## src/rtl/pix_wr_arb_pkg.sv

```systemverilog
// pix_wr_arb_pkg: shared state encoding, pixel field widths and beat-limit default.
package pix_wr_arb_pkg;
  typedef enum logic {IDLE = 1'b0, GRANT = 1'b1} state_e;
  localparam int COORD_W     = 8;
  localparam int COL_W       = 3;
  localparam int CNT_W       = 9;
  localparam int MAXBEAT_DEF = 256;
endpackage

```

## src/rtl/pix_wr_arb_pick.sv

```systemverilog
// pix_rr_pick: first valid requester at or above ptr_i, wrapping modulo NREQ.
module pix_rr_pick #(
  parameter int NREQ = 3
) (
  input  logic [NREQ-1:0] valid_i,
  input  logic [1:0]      ptr_i,
  output logic [1:0]      idx_o,
  output logic            found_o
);
  logic [1:0] j;
  always_comb begin
    idx_o   = '0;
    j       = '0;
    found_o = |valid_i;
    // scanning downward lets the nearest candidate overwrite farther ones
    for (int k = NREQ - 1; k >= 0; k--) begin
      j = 2'((int'(ptr_i) + k) % NREQ);
      if (valid_i[j]) idx_o = j;
    end
  end
endmodule

```

## src/rtl/pix_wr_arb.sv

```systemverilog
// pix_wr_arb: round-robin arbiter for pixel-write bursts into a framebuffer port.
// Define PIX_WR_ARB_FIXPRIO_EN for fixed priority (lowest index wins, PTR held at 0).
module pix_wr_arb
  import pix_wr_arb_pkg::*;
#(
  parameter int NREQ    = 3,
  parameter int MAXBEAT = MAXBEAT_DEF
) (
  input  logic                    clk_i,
  input  logic                    nrst_i,
  input  logic [NREQ-1:0]         req_valid_i,
  input  logic [NREQ-1:0]         req_last_i,
  input  logic [COORD_W*NREQ-1:0] req_x_i,
  input  logic [COORD_W*NREQ-1:0] req_y_i,
  input  logic [COL_W*NREQ-1:0]   req_r_i,
  input  logic [COL_W*NREQ-1:0]   req_g_i,
  input  logic [COL_W*NREQ-1:0]   req_b_i,
  output logic [NREQ-1:0]         req_ready_o,
  input  logic                    stall_i,
  output logic                    we_o,
  output logic [COORD_W-1:0]      x_o,
  output logic [COORD_W-1:0]      y_o,
  output logic [COL_W-1:0]        r_o,
  output logic [COL_W-1:0]        g_o,
  output logic [COL_W-1:0]        b_o,
  output logic [1:0]              gnt_id_o,
  output logic                    busy_o
);
  state_e             state_q, state_d;
  logic [1:0]         ptr_q, ptr_d, gnt_q, gnt_d, pick;
  logic [CNT_W-1:0]   cnt_q, cnt_d;
  logic               found, acc, rel, we_q;
  logic [COORD_W-1:0] x_q, y_q;
  logic [COL_W-1:0]   r_q, g_q, b_q;

  pix_rr_pick #(.NREQ(NREQ)) u_pick (
    .valid_i(req_valid_i),
    .ptr_i  (ptr_q),
    .idx_o  (pick),
    .found_o(found)
  );

  always_comb begin
    acc         = state_q == GRANT && req_valid_i[gnt_q] && !stall_i;
    rel         = acc && (req_last_i[gnt_q] || cnt_q == CNT_W'(MAXBEAT - 1));
    req_ready_o = (state_q == GRANT && !stall_i) ? NREQ'(1) << gnt_q : '0;
    state_d     = state_q == IDLE ? (found ? GRANT : IDLE) : (rel ? IDLE : GRANT);
    gnt_d       = (state_q == IDLE && found) ? pick : gnt_q;
    cnt_d       = state_q == IDLE ? '0 :
                  (acc && cnt_q != CNT_W'(MAXBEAT)) ? cnt_q + 1'b1 : cnt_q;
`ifdef PIX_WR_ARB_FIXPRIO_EN
    ptr_d       = '0;
`else
    ptr_d       = rel ? (int'(gnt_q) == NREQ - 1 ? 2'd0 : gnt_q + 2'd1) : ptr_q;
`endif
  end

  always_ff @(posedge clk_i or negedge nrst_i) begin
    if (!nrst_i) begin
      state_q <= IDLE;
      ptr_q   <= '0;
      gnt_q   <= '0;
      cnt_q   <= '0;
      we_q    <= 1'b0;
      x_q     <= '0;
      y_q     <= '0;
      r_q     <= '0;
      g_q     <= '0;
      b_q     <= '0;
    end else begin
      state_q <= state_d;
      ptr_q   <= ptr_d;
      gnt_q   <= gnt_d;
      cnt_q   <= cnt_d;
      we_q    <= acc;
      if (acc) begin
        x_q <= req_x_i[gnt_q*COORD_W +: COORD_W];
        y_q <= req_y_i[gnt_q*COORD_W +: COORD_W];
        r_q <= req_r_i[gnt_q*COL_W +: COL_W];
        g_q <= req_g_i[gnt_q*COL_W +: COL_W];
        b_q <= req_b_i[gnt_q*COL_W +: COL_W];
      end
    end
  end

  assign we_o     = we_q;
  assign x_o      = x_q;
  assign y_o      = y_q;
  assign r_o      = r_q;
  assign g_o      = g_q;
  assign b_o      = b_q;
  assign gnt_id_o = gnt_q;
  assign busy_o   = state_q == GRANT;
endmodule

```

## config.mk

```make
export PLATFORM = sky130hd
export DESIGN_NAME = pix_wr_arb
export DESIGN_NICKNAME = d
export VERILOG_FILES = /design/src/rtl/pix_wr_arb_pkg.sv /design/src/rtl/pix_wr_arb_pick.sv /design/src/rtl/pix_wr_arb.sv
export SDC_FILE = /design/constraint.sdc
export NUM_CORES = 1
export LEC_CHECK = 0
export ABC_AREA = 1
export ABC_CLOCK_PERIOD_IN_PS = 4600
export CAP_MARGIN = 20
export CORE_MARGIN = 2
export CORE_UTILIZATION = 46
export CTS_CLUSTER_DIAMETER = 50
export DETAILED_ROUTE_END_ITERATION = 12
export PLACE_DENSITY_LB_ADDON = 0.2
export SETUP_SLACK_MARGIN = 0.05
export SLEW_MARGIN = 40
export SYNTH_ARGS = -nofsm -noshare
export SYNTH_HDL_FRONTEND = slang
export SYNTH_SLANG_ARGS = --single-unit
export TNS_END_PERCENT = 50
```

## constraint.sdc

```tcl
create_clock -name clk_i -period 4.6 [get_ports clk_i]
set_clock_uncertainty 0.05 [all_clocks]
set_input_delay 1.15 -clock clk_i [delete_from_list [all_inputs] [get_ports clk_i]]
set_output_delay 1.15 -clock clk_i [all_outputs]
set_load 0.03 [all_outputs]
```

Run 1, cells colored by class:
Fill, decap, tap and diode cells in gray.
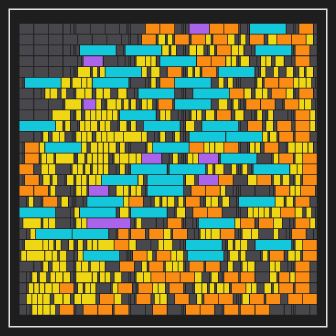
Key: other buffers and delay cells = orange [cells 116]; clock drivers and dummy loads = purple [cells 8]; flops = cyan [cells 40]; combinational and other logic = yellow [cells 325]
final core occ: 0.701
Core ar.: 5510 sq um
row count: 27
Seq/total area: 0.259
final instance area: 3860 sq um

Run 1, placement view:
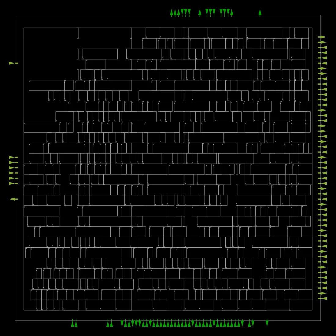
flop count: 40
Tapcell Cnt: 72

==> results_dict.tcl, run 1 <==
# flow metrics
set metrics [dict create \
    outcome "finished clean" \
    cts_setup_buffers 0 \
    cts_tree "done" \
    highest_layer "met4" \
    final_cell_mix "nand2_1 (155), clkdlybuf4s50_1 (114), nand3_1 (72), dfrtp_1 (40), inv_1 (23)" \
    pg_comb_mw 1.29 \
    synth.cells.most_frequent "nand2_1 (155), nand3_1 (72), dfrtp_1 (40), inv_1 (23), nand2_2 (20)" \
    synth.avg_cell_area_sq_um 6.87 \
    vias 2892 \
    track_usage 0.244 \
    setup.worst_path.end "req_ready_o[0]" \
    relSlewSlack 0.529 \
    dr.first_iter.drc_count 133 \
    grt_pass1_wl_mm 12.1 \
    p_seq_mw 0.600 \
    slew_violations 0 \
    crit_fanout 3 \
    dp_hpwl_mm 5.68 \
    area_leaders "dfrtp_1 (38%), nand2_1 (22%), nand3_1 (14%), nand2_2 (4.8%), inv_1 (3.3%)" \
    ys_sh_simple 0.482 \
    nets 578 \
    fin_ws_ns 0.735 \
    cap_violations 0 \
    cts_buffer_depth 2 \
    ys_warn_count 0 \
    warning_count 29 \
    pin_count 116 \
    dp_slack_ns 0.744 \
    grt_busiest_layer "met2" \
    fp_util 0.476 \
    n_fill_cell 471 \
    seqPwrFrac 0.274 \
    power.internal_mw 1.14 \
    cp_slowest_cell "clkdlybuf4s50_1" \
    rsz0062_at_grt "false" \
    finalPower_mw 2.19 \
    switching_share 0.482 \
    critPathLaunchType "primary input" \
    use_met2 0.426 \
    buf_share 0.300 \
    clockPowerShare 0.139 \
    critical_path_class "primary input to output pin" \
    compound_area_frac 0.0134 \
    largest_reg_flops 9 \
    top_area_cell "dfrtp_1" \
    cp.arrival_ns 2.67 \
    dieHeight_microns 79.5 \
    yosysSeqAreaShare 0.382 \
    syn-instance-count 382 \
    area_dominant_class "multi-input combinational cells" \
    syn_to_final_growth_pct 47.1 \
    period_minus_slack_ns 3.87 \
    syn_nets 472 \
    use_met1 0.297 \
    layout_top_cell "nand2_1" \
    pwr-share-comb 0.587 \
    dpl_cell_area_sq_um 3740 \
    comb_cells 297 \
    yosysChipArea_sq_um 2620 \
    ys_cells 382 \
    port-buffer-count 115 \
    edf_count 0 \
    clkbuf_count 6 \
    fmax_mhz 259 \
    wire_per_inst_microns 13.9 \
    routed_via_density 5.16 \
    async_flop_share 1.00 \
    drt-met1-wl_mm 3.31 \
    top_area_frac 0.382 \
    cts.htree.levels 2 \
    maxPowerGroup "combinational logic" \
    clk_share 0.0315 \
    ys_sh_mux 0 \
    slowest_delay_ns 0.70 \
    synthesis.area_sq_um 2620 \
    dpl.cell_count 553 \
    end_kind "output pin" \
    grt_max_degree 41 \
    worst-path-stages 5 \
    comb_area_sq_um 1380 \
    overflow 0 \
    finalSetupViolCount 0 \
    ys.flops 40 \
    path_cells "clkdlybuf4s50_1, nor2_2, inv_1, nor3_1, clkdlybuf4s50_1" \
    layout-drive-gt1-share 0.0818 \
    flop_area_sq_um 1000 \
    ys_types 26 \
    r2r_slack_ns 2.02 \
    ant_nets 0 \
    tns_ns 0 \
    met3_length_microns 551 \
    drc_errors 0 \
    cts-hold-fix-buffers 0 \
    ff_type "dfrtp_1" \
    power_density_nw_per_um2 568 \
    comb_area_frac 0.358 \
    powerClk_mw 0.306 \
    top_cell "nand2_1" \
    p_leak_nw 1.85 \
    fin_crit_sh 0.840 \
    min_to "g_o[0]" \
    cp.buffers_inverters 3 \
]
Run 1, signal wires by layer:
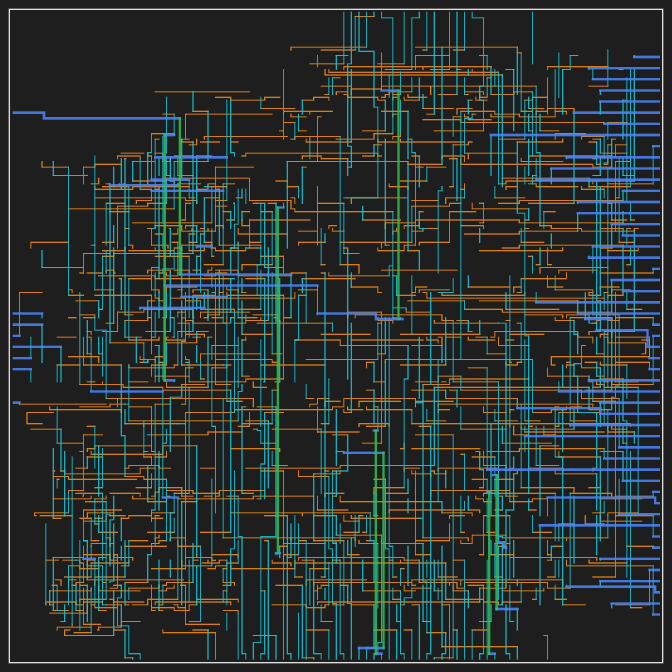
Key: metal 4 = green [wire length 206 microns]; metal 3 = blue [wire length 552 microns]; metal 1 = orange [wire length 3310 microns]; metal 2 = cyan [wire length 3750 microns]

Run 1, port wiring:
The bar under the picture is 20 microns long.
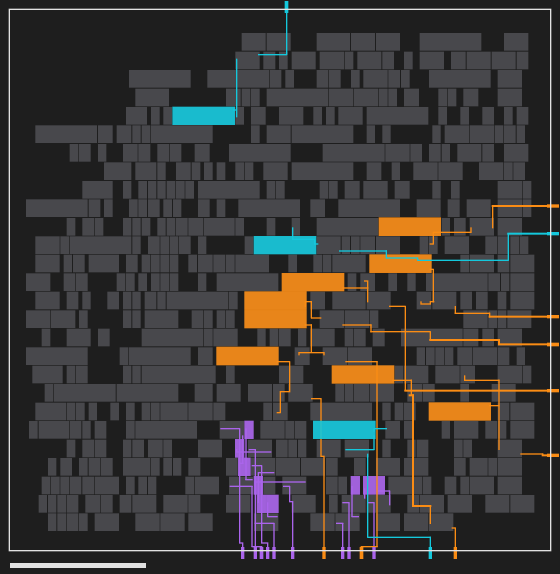

--- run 2 (diff from run 1) ---
ABC_CLOCK_PERIOD_IN_PS = 3200   (was 4600)
CORE_UTILIZATION = 38   (was 46)
clock period = 3.2 ns   (was 4.6 ns; I/O delays follow)
Run 2, port wiring:
The bar under the picture is 20 microns long.
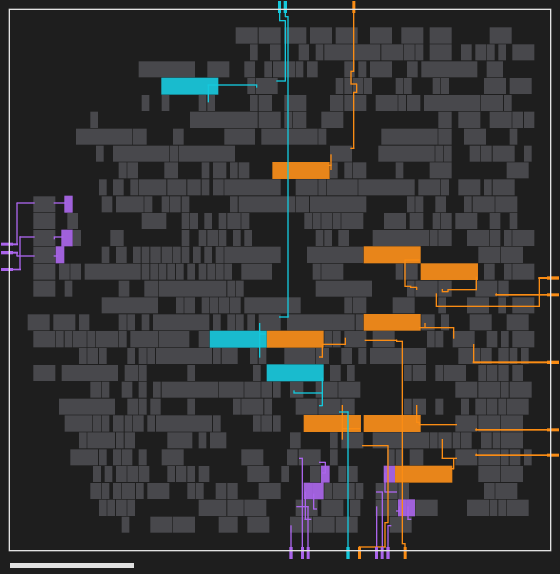
Key: y_o = orange [bits 8, direction output, end cells 8, buffers 8, wire 221 microns]; req_r_i = purple [bits 9, direction input, end cells 9, buffers 9, wire 94.1 microns]; g_o = cyan [bits 3, direction output, end cells 3, buffers 3, wire 115 microns]
io pins: 116
input/output buffers: 115

==> run 2 against run 1 <==
Net effect: routed wire length down 2.5%; sequential share of layout area is 0.41 points lower; clock power increased by 84%; via count shrank 2.0%; critical endpoint is now req_ready_o[2].
==> results_dict.tcl, run 2 <==
# flow metrics
set metrics [dict create \
    rows 30 \
    buf_share 0.298 \
    dr.first_iter.drc_count 90 \
    setup.worst_path.end "req_ready_o[2]" \
    taps 80 \
    use_met3 0.0521 \
    critPathLaunchType "primary input" \
    routed_via_density 4.96 \
    ys_sh_simple 0.482 \
    finalSetupViolCount 0 \
    yosysChipArea_sq_um 2620 \
    grt_busiest_layer "met2" \
    dp_hpwl_mm 5.40 \
    end_kind "output pin" \
    synthesis.area_sq_um 2620 \
    nets 580 \
    critical_path_class "primary input to output pin" \
    met3_length_microns 657 \
    slew_violations 0 \
    timing.hold.ws_ns 0.414 \
    grt_pass1_wl_mm 12.1 \
    power.internal_mw 1.78 \
    fin_crit_sh 0.901 \
    slowest_delay_ns 0.42 \
    r2r_slack_ns 1.01 \
    xor_area_frac 0.00334 \
    synth.avg_cell_area_sq_um 6.87 \
    die_area_sq_um 7580 \
    drt-met1-wl_mm 3.24 \
    dpl.cell_count 563 \
    track_usage 0.202 \
    outcome "finished clean" \
    gp_congestion 0.874 \
    fmax_mhz 347 \
    cp.arrival_ns 2.03 \
    ys_cells 382 \
    yosysSeqAreaShare 0.382 \
    worstPathRequired_ns 2.35 \
    ys_warn_count 0 \
    tns_ns 0 \
    highest_layer "met4" \
    flop_area_sq_um 1000 \
    critPathLaunch "stall_i" \
    p_switching_mw 1.50 \
    crit_family "buffers and inverters" \
    final_area_sq_um 3920 \
    vias 2833 \
    edf_count 0 \
    cap_violations 0 \
    wire_per_inst_microns 13.3 \
    cts.htree.levels 2 \
    syn_to_final_growth_pct 49.5 \
    hold_violations 0 \
    top_logic_kind "simple AND/OR/NAND/NOR gates" \
    final_cell_mix "nand2_1 (155), clkdlybuf4s50_1 (111), nand3_1 (72), dfrtp_1 (40), inv_1 (23)" \
    clock-root-buffer "clkbuf_8" \
    drt_first_pass_iters 4 \
    power_density_nw_per_um2 836 \
    top_register "cnt_q" \
    cts_setup_buffers 0 \
    pg_comb_mw 1.89 \
    clockPowerShare 0.172 \
    pwr-share-comb 0.577 \
    worst_skew_pair.late_latency_ns 0.29 \
    drc_errors 0 \
    dieHeight_microns 87.1 \
    use_met1 0.251 \
    overflow 0 \
    min_path_type "primary input to asynchronous set/reset pin" \
    compound_area_frac 0.0134 \
    area_leaders "dfrtp_1 (38%), nand2_1 (22%), nand3_1 (14%), nand2_2 (4.8%), inv_1 (3.3%)" \
    cts-hold-fix-buffers 0 \
    cts_buffer_depth 2 \
    core_area_sq_um 6720 \
    top_area_frac 0.382 \
    n_fill_cell 608 \
    grt_max_degree 41 \
    crit_fanout 3 \
    ff_type "dfrtp_1" \
    cts_resized 1 \
    fp_util 0.390 \
    seq_cells 40 \
    finalPower_mw 3.28 \
    warning_count 29 \
    dpl_cell_area_sq_um 3760 \
    cts_sinks 40 \
    async_flop_share 1.00 \
    powerClk_mw 0.564 \
    top_area_cell "dfrtp_1" \
    rsz0062_at_grt "false" \
    comb_cells 297 \
    p_leak_nw 1.90 \
    period_minus_slack_ns 2.88 \
    comb_area_frac 0.353 \
    worst-slew-pin-transition_ns 0.520 \
    largest_reg_flops 9 \
    area_dominant_class "multi-input combinational cells" \
    grt_pass1_vias 2573 \
    maxPowerGroup "combinational logic" \
    wl_met2_mm 3.66 \
    cp.buffers_inverters 3 \
    fin_ws_ns 0.318 \
    dp_slack_ns 0.00735 \
    syn_nets 472 \
    clkbuf_count 5 \
    use_met2 0.349 \
    comb_area_sq_um 1380 \
    cp_slowest_cell "clkdlybuf4s50_1" \
    syn-instance-count 382 \
    ant_nets 0 \
    switching_share 0.458 \
    worst-path-stages 5 \
    fin_util 0.583 \
    path_cells "clkdlybuf4s50_1, nor2_2, inv_1, nor3_1, dlygate4sd2_1" \
    layout_top_cell "nand2_1" \
    relSlewSlack 0.653 \
    ys_sh_mux 0 \
    antenna_found_initial 0 \
    layout-drive-gt1-share 0.0876 \
    clk_share 0.0405 \
    seqPwrFrac 0.250 \
    top_cell "nand2_1" \
    p_seq_mw 0.821 \
    ys_types 26 \
    synthAdderAreaFrac 0.0286 \
    synth.cells.most_frequent "nand2_1 (155), nand3_1 (72), dfrtp_1 (40), inv_1 (23), nand2_2 (20)" \
    cts_tree "done" \
    ys.flops 40 \
    seq_share 0.255 \
    nNonClkBuffers 118 \
]
Run 2, signal wires by layer:
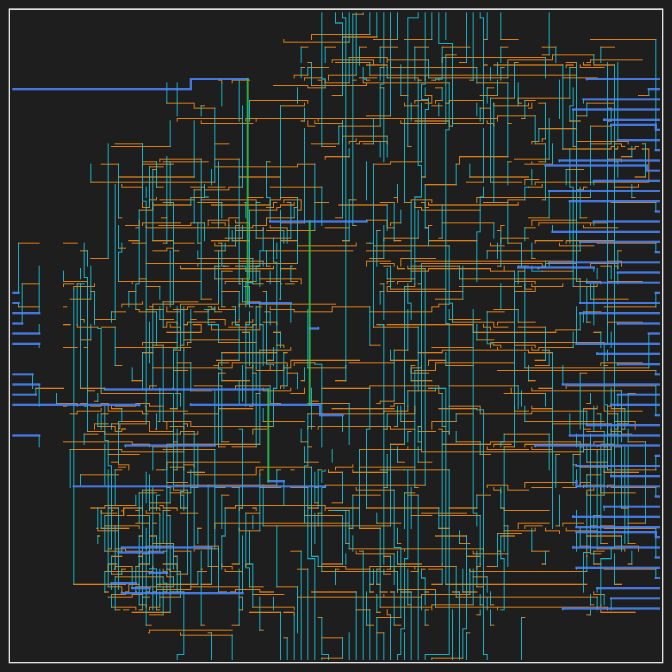

--- run 3 (diff from run 2) ---
SLEW_MARGIN = 20   (was 40)
Run 3, signal wires by layer:
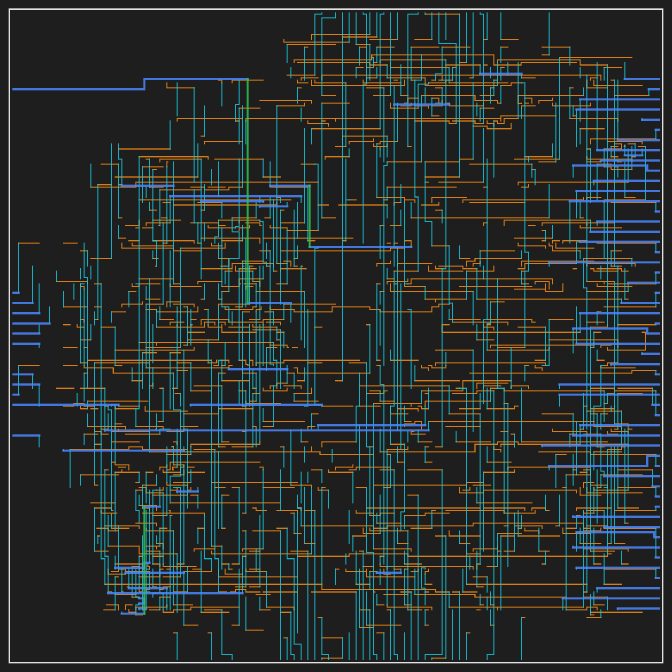
All-Layer GR Usage: 0.204
DR vias: 2848
Post-Route WL: 7.72 mm
WL/cell: 13.5 microns

==> run 3 against run 2 <==
Net effect: routed wire length up 1.3%; sequential share of layout area about the same; clock power up 0.7%; area after synthesis unchanged; via count up 0.53%; worst setup slack worse by 0.0068 ns; critical endpoint unchanged; cell count unchanged.
==> results_dict.tcl, run 3 <==
# flow metrics
set metrics [dict create \
    flop_area_sq_um 1000 \
    use_met2 0.369 \
    edf_count 0 \
    synth.cells.most_frequent "nand2_1 (155), nand3_1 (72), dfrtp_1 (40), inv_1 (23), nand2_2 (20)" \
    use_met1 0.245 \
    async_flop_share 1.00 \
    min_to "y_o[0]" \
    ant_nets 0 \
    ys_types 26 \
    seqPwrFrac 0.250 \
    comb_area_frac 0.353 \
    warning_count 29 \
    compound_area_frac 0.0134 \
    cp.arrival_ns 2.04 \
    worst-path-stages 5 \
    port-buffer-count 115 \
    top_cell "nand2_1" \
    final_cell_mix "nand2_1 (155), clkdlybuf4s50_1 (111), nand3_1 (72), dfrtp_1 (40), inv_1 (23)" \
    outcome "finished clean" \
    clock-root-buffer "clkbuf_8" \
    ys_sh_mux 0 \
    timing.hold.ws_ns 0.424 \
    period_minus_slack_ns 2.89 \
    dp_hpwl_mm 5.42 \
    synthesis.area_sq_um 2620 \
    finalPower_mw 3.28 \
    die_area_sq_um 7580 \
    fin_util 0.583 \
    hold_violations 0 \
    rsz0062_at_grt "false" \
    met3_length_microns 663 \
    powerClk_mw 0.568 \
    buf_share 0.298 \
    highest_layer "met4" \
    drt_first_pass_iters 5 \
    synthAdderAreaFrac 0.0286 \
    comb_area_sq_um 1380 \
    clk_share 0.0406 \
    yosysChipArea_sq_um 2620 \
    dpl_cell_area_sq_um 3760 \
    seq_share 0.256 \
    cts_tree "done" \
    synth.avg_cell_area_sq_um 6.87 \
    area_dominant_class "multi-input combinational cells" \
    ys_cells 382 \
    cap_violations 0 \
    antenna_found_initial 0 \
    slew_violations 0 \
    crit_fanout 3 \
    ff_type "dfrtp_1" \
    top_register "cnt_q" \
    cts-hold-fix-buffers 0 \
    clkbuf_count 5 \
    gp_congestion 0.874 \
    xor_area_frac 0.00334 \
    switching_share 0.459 \
    drc_errors 0 \
    grt_pass1_vias 2609 \
    dp_slack_ns 0.00825 \
    routed_via_density 4.99 \
    crit_family "buffers and inverters" \
    grt_pass1_wl_mm 12.2 \
    largest_reg_flops 9 \
    core_area_sq_um 6720 \
    power.internal_mw 1.78 \
    relSlewSlack 0.401 \
    comb_cells 297 \
    taps 80 \
    p_leak_nw 1.90 \
    pg_comb_mw 1.89 \
    fin_crit_sh 0.903 \
    critPathLaunchType "primary input" \
    worst-slew-pin-transition_ns 0.898 \
    fp_util 0.390 \
    yosysSeqAreaShare 0.382 \
    finalSetupViolCount 0 \
    cts.htree.levels 2 \
    path_cells "clkdlybuf4s50_1, nor2_2, inv_1, nor3_1, dlygate4sd2_1" \
    worst_skew_pair.late_latency_ns 0.29 \
    p_switching_mw 1.50 \
    syn_nets 472 \
    setup.worst_path.end "req_ready_o[2]" \
    cp_slowest_cell "clkdlybuf4s50_1" \
    critical_path_class "primary input to output pin" \
    grt_busiest_layer "met2" \
    worstPathRequired_ns 2.35 \
    overflow 0 \
    ys.flops 40 \
    min_path_type "register to register" \
    final_area_sq_um 3920 \
    nNonClkBuffers 118 \
    end_kind "output pin" \
    p_seq_mw 0.821 \
    area_leaders "dfrtp_1 (38%), nand2_1 (22%), nand3_1 (14%), nand2_2 (4.8%), inv_1 (3.3%)" \
    maxPowerGroup "combinational logic" \
    cts_setup_buffers 0 \
    layout-drive-gt1-share 0.0876 \
    dpl.cell_count 563 \
    layout_top_cell "nand2_1" \
    r2r_slack_ns 1.01 \
    rows 30 \
]

==> gallery <==
Sizing map.
picture 1
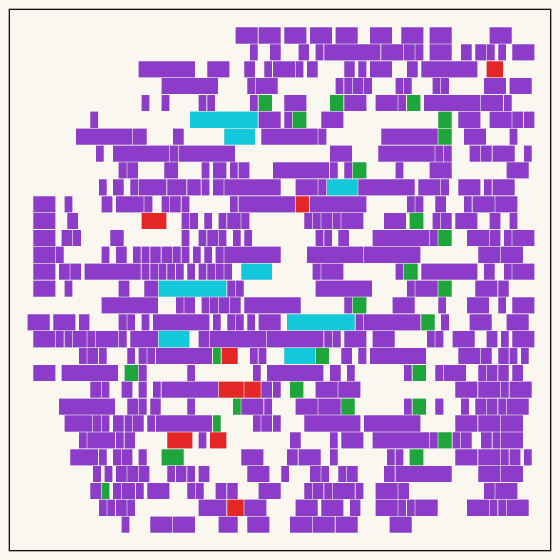
picture 2
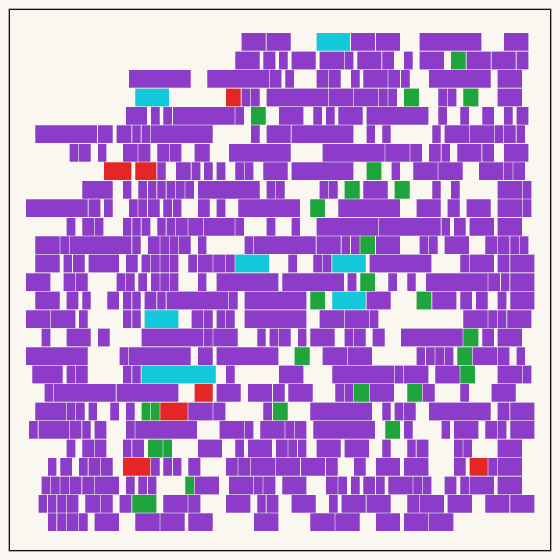
| picture | from |
|---|---|
| picture 2 | run 1 |
| picture 1 | run 2 |

Power and IR drop assume default switching activity.
